Figure 1. The clock network.
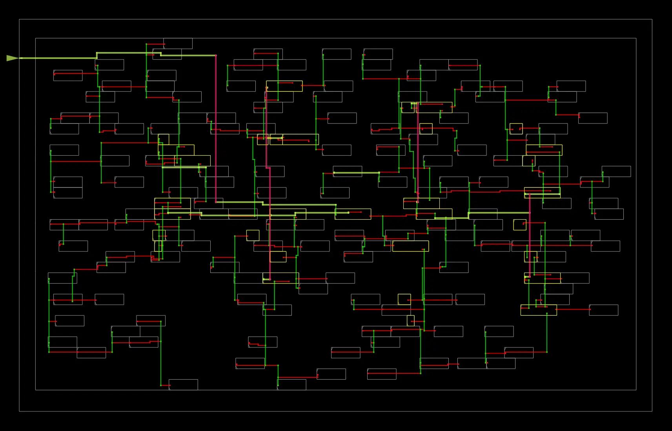
Figure 2. Signal wires on met3.
Scale: 3 px per um.
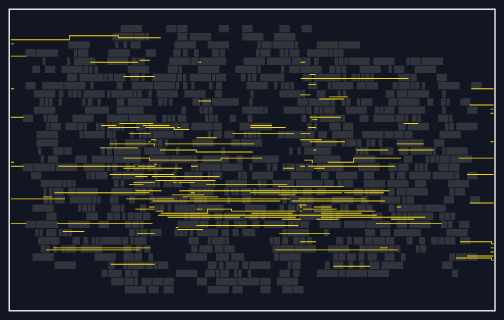
Figure 3. Wiring heat map.
Scale: 3 px per um. The die is cut into 32 by 20 equal tiles; dark purple is low, yellow is high, scaled to the fullest tile. Values are wire area over tile area, all layers added.
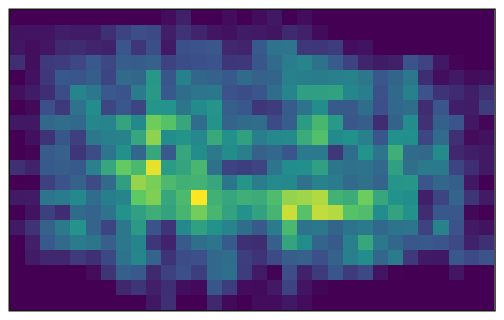
Figure 4. Cell sizes after repair.
Scale: 2 px per um.
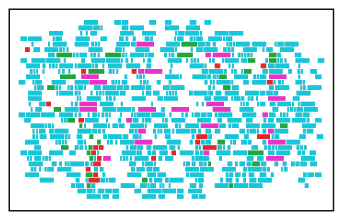
Figure 5. Cells colored by class.
Scale: 4 px per um.
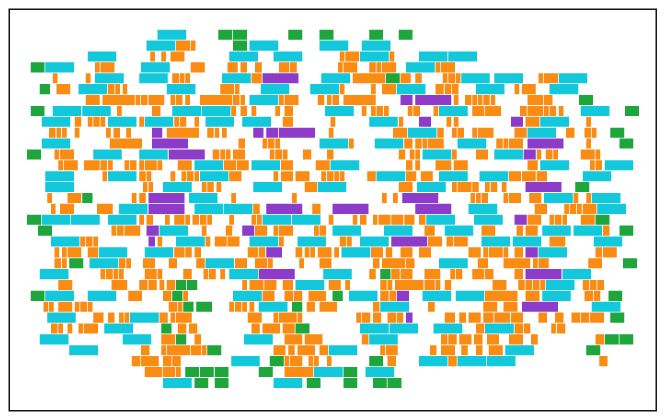
[config.mk]
export PLATFORM = sky130hd
export DESIGN_NAME = branch_update_queue
export DESIGN_NICKNAME = d
export VERILOG_FILES = /design/src/rtl/bp_pkg.sv /design/src/rtl/branch_update_queue.sv
export SDC_FILE = /design/constraint.sdc
export NUM_CORES = 1
export LEC_CHECK = 0
export ABC_CLOCK_PERIOD_IN_PS = 7800
export CORE_ASPECT_RATIO = 0.6
export CORE_MARGIN = 4
export CORE_UTILIZATION = 45
export DETAILED_ROUTE_END_ITERATION = 16
export GPL_ROUTABILITY_DRIVEN = 0
export PLACE_DENSITY_LB_ADDON = 0.1
export REMOVE_ABC_BUFFERS = 1
export SLEW_MARGIN = 40
export SYNTH_ARGS = -nofsm -noshare
export SYNTH_HDL_FRONTEND = slang
export SYNTH_SLANG_ARGS = --single-unit
[constraint.sdc]
create_clock -name clk -period 7.8 [get_ports clk]
set_input_delay 0.78 -clock clk [delete_from_list [all_inputs] [get_ports clk]]
set_output_delay 0.78 -clock clk [all_outputs]
set_load 0.005 [all_outputs]
[src/rtl/bp_pkg.sv]
// bp_pkg: shared widths, queue entry layout and mispredict helper for the branch predictor.
package bp_pkg;
  localparam int PC_W = 10;
  localparam int CNT_W = 2;
  typedef struct packed {
    logic             valid;
    logic             resolved;
    logic             taken;
    logic [PC_W-1:0]  pc;
    logic [CNT_W-1:0] counter;
  } bq_entry_t;
  function automatic logic is_mispredict(input logic [CNT_W-1:0] counter, input logic taken);
    return counter[CNT_W-1] != taken;
  endfunction
endpackage

[src/rtl/branch_update_queue.sv]
// branch_update_queue: in-flight branch tracker, resolves out of order, retires in order as predictor updates.
module branch_update_queue
  import bp_pkg::*;
#(
  parameter int DEPTH = 8,
  parameter int TAG_W = $clog2(DEPTH)
) (
  input  logic             clk,
  input  logic             rst,
  input  logic             alloc_valid,
  input  logic [PC_W-1:0]  alloc_pc,
  input  logic [CNT_W-1:0] alloc_counter,
  output logic             alloc_ready,
  output logic [TAG_W-1:0] alloc_tag,
  input  logic             resolve_valid,
  input  logic [TAG_W-1:0] resolve_tag,
  input  logic             resolve_taken,
  input  logic             commit_en,
  input  logic             flush,
  output logic             upd_valid,
  output logic [PC_W-1:0]  upd_pc,
  output logic             upd_taken,
  output logic [CNT_W-1:0] upd_counter,
  output logic             upd_mispredict,
  output logic [TAG_W:0]   occupancy
);
  bq_entry_t        ent_q [DEPTH];
  bq_entry_t        ent_d [DEPTH];
  bq_entry_t        head_ent;
  logic [TAG_W-1:0] head_q, head_d, tail_q, tail_d;
  logic [TAG_W:0]   occ_q, occ_d;
  logic             upd_valid_q, upd_valid_d, upd_taken_q, upd_taken_d;
  logic [PC_W-1:0]  upd_pc_q, upd_pc_d;
  logic [CNT_W-1:0] upd_counter_q, upd_counter_d;
  logic             alloc_fire, retire, res_ok, emit;
  assign alloc_ready    = occ_q != (TAG_W+1)'(DEPTH);
  assign alloc_tag      = tail_q;
  assign occupancy      = occ_q;
  assign upd_valid      = upd_valid_q;
  assign upd_pc         = upd_pc_q;
  assign upd_taken      = upd_taken_q;
  assign upd_counter    = upd_counter_q;
  assign upd_mispredict = upd_valid_q & is_mispredict(upd_counter_q, upd_taken_q);
  always_comb begin
    head_ent   = ent_q[head_q];
    alloc_fire = alloc_valid & alloc_ready;
    retire     = head_ent.valid & head_ent.resolved & commit_en;
    res_ok     = resolve_valid & ent_q[resolve_tag].valid & ~ent_q[resolve_tag].resolved;
    emit       = retire & ~flush;
    ent_d      = ent_q;
    if (res_ok) begin
      ent_d[resolve_tag].resolved = 1'b1;
      ent_d[resolve_tag].taken    = resolve_taken;
    end
    if (retire) ent_d[head_q].valid = 1'b0;
    if (alloc_fire)
      ent_d[tail_q] = '{valid: 1'b1, resolved: 1'b0, taken: 1'b0, pc: alloc_pc, counter: alloc_counter};
    // power-of-two depth lets the pointers wrap by plain overflow
    head_d        = flush ? '0 : head_q + TAG_W'(retire);
    tail_d        = flush ? '0 : tail_q + TAG_W'(alloc_fire);
    occ_d         = flush ? '0 : occ_q + (TAG_W+1)'(alloc_fire) - (TAG_W+1)'(retire);
    upd_valid_d   = emit;
    upd_pc_d      = emit ? head_ent.pc : upd_pc_q;
    upd_taken_d   = emit ? head_ent.taken : upd_taken_q;
    upd_counter_d = emit ? head_ent.counter : upd_counter_q;
    if (flush)
      for (int i = 0; i < DEPTH; i++) ent_d[i].valid = 1'b0;
  end
  always_ff @(posedge clk) begin
    if (rst) begin
      for (int i = 0; i < DEPTH; i++) ent_q[i] <= '0;
      head_q        <= '0;
      tail_q        <= '0;
      occ_q         <= '0;
      upd_valid_q   <= 1'b0;
      upd_pc_q      <= '0;
      upd_taken_q   <= 1'b0;
      upd_counter_q <= '0;
    end else begin
      ent_q         <= ent_d;
      head_q        <= head_d;
      tail_q        <= tail_d;
      occ_q         <= occ_d;
      upd_valid_q   <= upd_valid_d;
      upd_pc_q      <= upd_pc_d;
      upd_taken_q   <= upd_taken_d;
      upd_counter_q <= upd_counter_d;
    end
  end
endmodule
==> PnR_summary.wiki <==
== Metrics ==
{| class="wikitable"
! Metric !! Value
|-
| Run status || finished clean
|-
| P_sw || 0.403 mW
|-
| Die Width || ~160 um
|-
| Combinational gate count || approximately 500
|-
| Final sum of negative setup slack || 0 ns
|-
| Clk_skew || 0.0123 ns
|-
| Max-slew violation count || 0
|-
| Fin. Hold Viols || 0
|-
| Dominant kind of combinational cell || simple AND/OR/NAND/NOR gates
|-
| Clock Network Area Fraction || under 10%
|-
| Placed instance area || around 7000 um2
|-
| Cell-internal power || roughly 1.2 mW
|-
| Area leader, netlist || dfxtp_1
|-
| Area of the multi-input gates || between 3000 and 4000 um2
|-
| Seq power || between 0.7 and 0.8 mW
|-
| Area added between synthesis and finish || 17.2%
|-
| Highest metal layer with signal wires || met4
|-
| Most common library cell in the layout ignoring fill and taps || dfxtp_1
|-
| Yosys chip area || 6350 um2
|-
| Smallest setup slack after layout || 4.23 ns
|-
| Post-layout minimum cycle time || ~3.6 ns
|-
| Layout buffering overhead excluding clock cells || roughly 7%
|-
| Instance count along the most critical hold path || 2
|-
| Routed length on met1 || 9.17 mm
|-
| Antenna viol nets, final || 0
|-
| Routed length on met2 || 8.14 mm
|-
| Power of the combinational group || roughly 0.078 mW
|-
| Count of flip-flops with a built-in enable after synthesis || 0
|-
| Worst Hold Path EP || ent_q[66]$_SDFFE_PP0P_
|-
| Cell area power density || 214 nW/um2
|-
| Startpoint of the worst-slack reg-to-reg timing path || head_q[2]$_SDFF_PP0_
|-
| Launching element of the worst setup path || head_q[2]$_SDFF_PP0_
|-
| Total overflow reported by the global router || 0
|-
| Number of cells after detailed placement || between 900 and 1k
|-
| Tool warnings || 25
|-
| Cell types with the largest area share after synthesis || dfxtp_1 45%, mux2i_1 8.7%, nand2_1 7.6%
|-
| Worst Reg2Reg Path Length in Cells || 12
|-
| Reported max-cap violation count || 0
|-
| Starting DRT DRC Count || just under 600
|-
| Register clock-pin slew on the reported worst setup and hold paths || ~0.070 ns
|-
| Antenna violations before repair || 0
|-
| Number of hold buffers added after CTS || 0
|-
| Length of the first detailed-routing pass in iterations || 6
|-
| Maximum number of pins on one net before global-route repair || around 75
|-
| Critical path class || reg2reg
|-
| Worst Setup Slack post-DPL || 4.36 ns
|-
| Max Root-Sink Buffers || 2
|-
| Most instantiated flip-flop cell in the synthesis netlist || dfxtp_1
|-
| Largest fanout of any net on the critical path || 24
|-
| Minimum hold slack || between 0.4 and 0.5 ns
|-
| Leading cell types in the layout, fill and taps excluded || 144 x dfxtp_1, 128 x nand2_1, 82 x a21oi_1
|-
| GR Util met2 || around a third
|-
| Stage delay of the slowest cell on the critical path || roughly 0.65 ns
|-
| Yosys warning total || 0
|-
| Clk sink count || roughly 140
|-
| Clock latency reported for the late side of the worst-skew pair || about 0.42 ns
|-
| Setup Buffers After CTS || 0
|-
| Power consumption || 1.59 mW
|-
| Net Sw Frac || 25.3%
|-
| Max rail drop VDD || 0.152 mV
|-
| Number of register bits inferred by synthesis || approximately 140
|-
| Layout clock buffers || 17
|-
| Relative contribution of combinational cells to total power || ~5%
|-
| Cell count after synthesis || about 720
|-
| Tap cells || approximately 190
|-
| Cells resized by post-CTS repair || 0
|-
| Xor/xnor cell area share of the yosys netlist || less than 1%
|-
| Number of DRC violations after detailed routing || 0
|-
| Initial core utilization || 46.2%
|-
| I/O Pins || 45
|-
| Synth async-reset ratio || 0%
|-
| Crit path DAT || approximately 3.9 ns
|-
| Max Fclk || 280 MHz
|-
| Drt via density || a little under 6
|-
| Cell Area, Synth || 6350 um2
|-
| Total Nets Final || ~760
|-
| Floorplan die height || between 100 and 150 um
|-
| Buffer count excluding the clock tree in the final layout || approximately 55
|-
| Element type at the critical path start || flop
|-
| Total leakage power || 2.55 nW
|-
| Flip-flop and latch share of the layout cell area || between 30% and 40%
|-
| Register ranked first by flip-flop count || ent_q
|-
| Setup slack on the worst flop-to-flop path || between 4 and 5 ns
|-
| Final critical-path share of the clock period || a little under half
|-
| Wire length of the first global-routing pass || approximately 30 mm
|-
| Number of H-tree levels || 4
|-
| Number of buffers and inverters on the critical path || 2
|-
| Top contributor to total power || the clock network
|-
| Combinational share of cell area || ~43%
|-
| Portion of netlist area occupied by mux cells || around 14%
|-
| Synth top area share || a little under half
|-
| Count of filler cells inserted in the layout || 1259
|-
| Fraction of final layout cells with drive strength greater than 1 || approximately a tenth
|-
| Number of buffers inserted by port buffering || approximately 44
|-
| Cell with the most instances after synthesis || dfxtp_1
|-
| Full die area || about 16000 um2
|-
| TritonCTS Buffers || 17
|-
| Mean instance size in the synthesized netlist || between 8 and 9 um2
|-
| Share of power burned in registers || a little under half
|-
| Post-synthesis simple-gate area fraction || about 18%
|-
| Number of cells in Yosys stat || ~720
|-
| Leading cell kind || combinational gates
|-
| Fraction of the yosys area taken by sequential cells || 45.4%
|-
| CTS Root Buffer Type || clkbuf_16
|-
| Share of synthesized cell area in full adder, half adder and majority cells || ~2.1%
|-
| Cell type group with the largest total delay on the critical path || simple AND/OR/NAND/NOR gates
|-
| List of most frequent post-synthesis cells || 144 x dfxtp_1, 128 x nand2_1, 82 x a21oi_1
|-
| Compound Share, Synth || 15.7%
|-
| Final cell count without fillers || 935
|-
| Number of distinct library cells after synthesis || just under 50
|-
| Largest register FFs || between 100 and 150
|-
| Met1 demand-to-capacity share in global routing || between 30% and 40%
|-
| Gr busiest metal || met1
|-
| Antenna Diode Count || 0
|-
| Hold Startpoint || ent_q[66]$_SDFFE_PP0P_
|-
| Total met3 wirelength after detailed routing || 1.70 mm
|-
| Final setup violation count || 0
|-
| Actual transition at the worst max-transition pin || between 0.7 and 0.8 ns
|-
| Unrepaired setup endpoints after global routing || false
|-
| Cells traversed along the worst timing path || buf_4 > nor2b_1 > a32o_1 > a211oi_4 > nor2_1 > ha_1 > inv_1 > ha_1 > a21o_1 > a21oi_1 > xor2_1 > nor2_1
|-
| Master of the slowest instance on the critical path || nor2b_1
|-
| Number of non-clock inverters || 13
|-
| WP data required || 8.10 ns
|-
| Critical path capture point || occupancy[3]$_SDFF_PP0_
|-
| Worst min path class || reg2reg
|}
Notes on Figure 1 above:
Clock group: 0.764 mW
flop count: 144

Notes on Figure 2 above:
longest straight run: 72.7 um
wire length on this layer: 1700 um
share of all routed wire: 8.8%
nets with wire on the layer: 87
main direction: horizontal
WL final: 19.3 mm
total number of vias: 5444
met3 usage in global routing: 5.09%

Notes on Figure 3 above:
nearly empty tiles: 18%
fullest tile: 0.75
tiles over half the peak: 14%
densest ninth of the die: center
mean over tiles: 0.20
emptiest ninth of the die: upper right
global-route usage over all layers: 24.0%
post-DR wirelength/cell: 20.7 um

Notes on Figure 4 above:
legend:
  x6 and larger:
    color: magenta
    cells: 25
    share: 3.4%
    most_used: clkbuf_16
  x2:
    color: green
    cells: 31
    share: 4.2%
    most_used: mux2_2
  x3 and x4:
    color: red
    cells: 22
    share: 3.0%
    most_used: buf_4
  x1 and smaller:
    color: cyan
    cells: 665
    share: 90%
    most_used: dfxtp_1

Notes on Figure 5 above:
legend:
  remaining logic cells:
    color: orange
    cells: 512
  remaining buffers and delay cells:
    color: green
    cells: 55
  registers:
    color: cyan
    cells: 144
  clock drivers and dummy loads:
    color: purple
    cells: 32
row cnt: 33
core region area: 13700 um2
cell area after layout: 7440 um2
final core utilization: 54.1%

Power figures rest on the tool's default switching activity, not on a simulated workload.
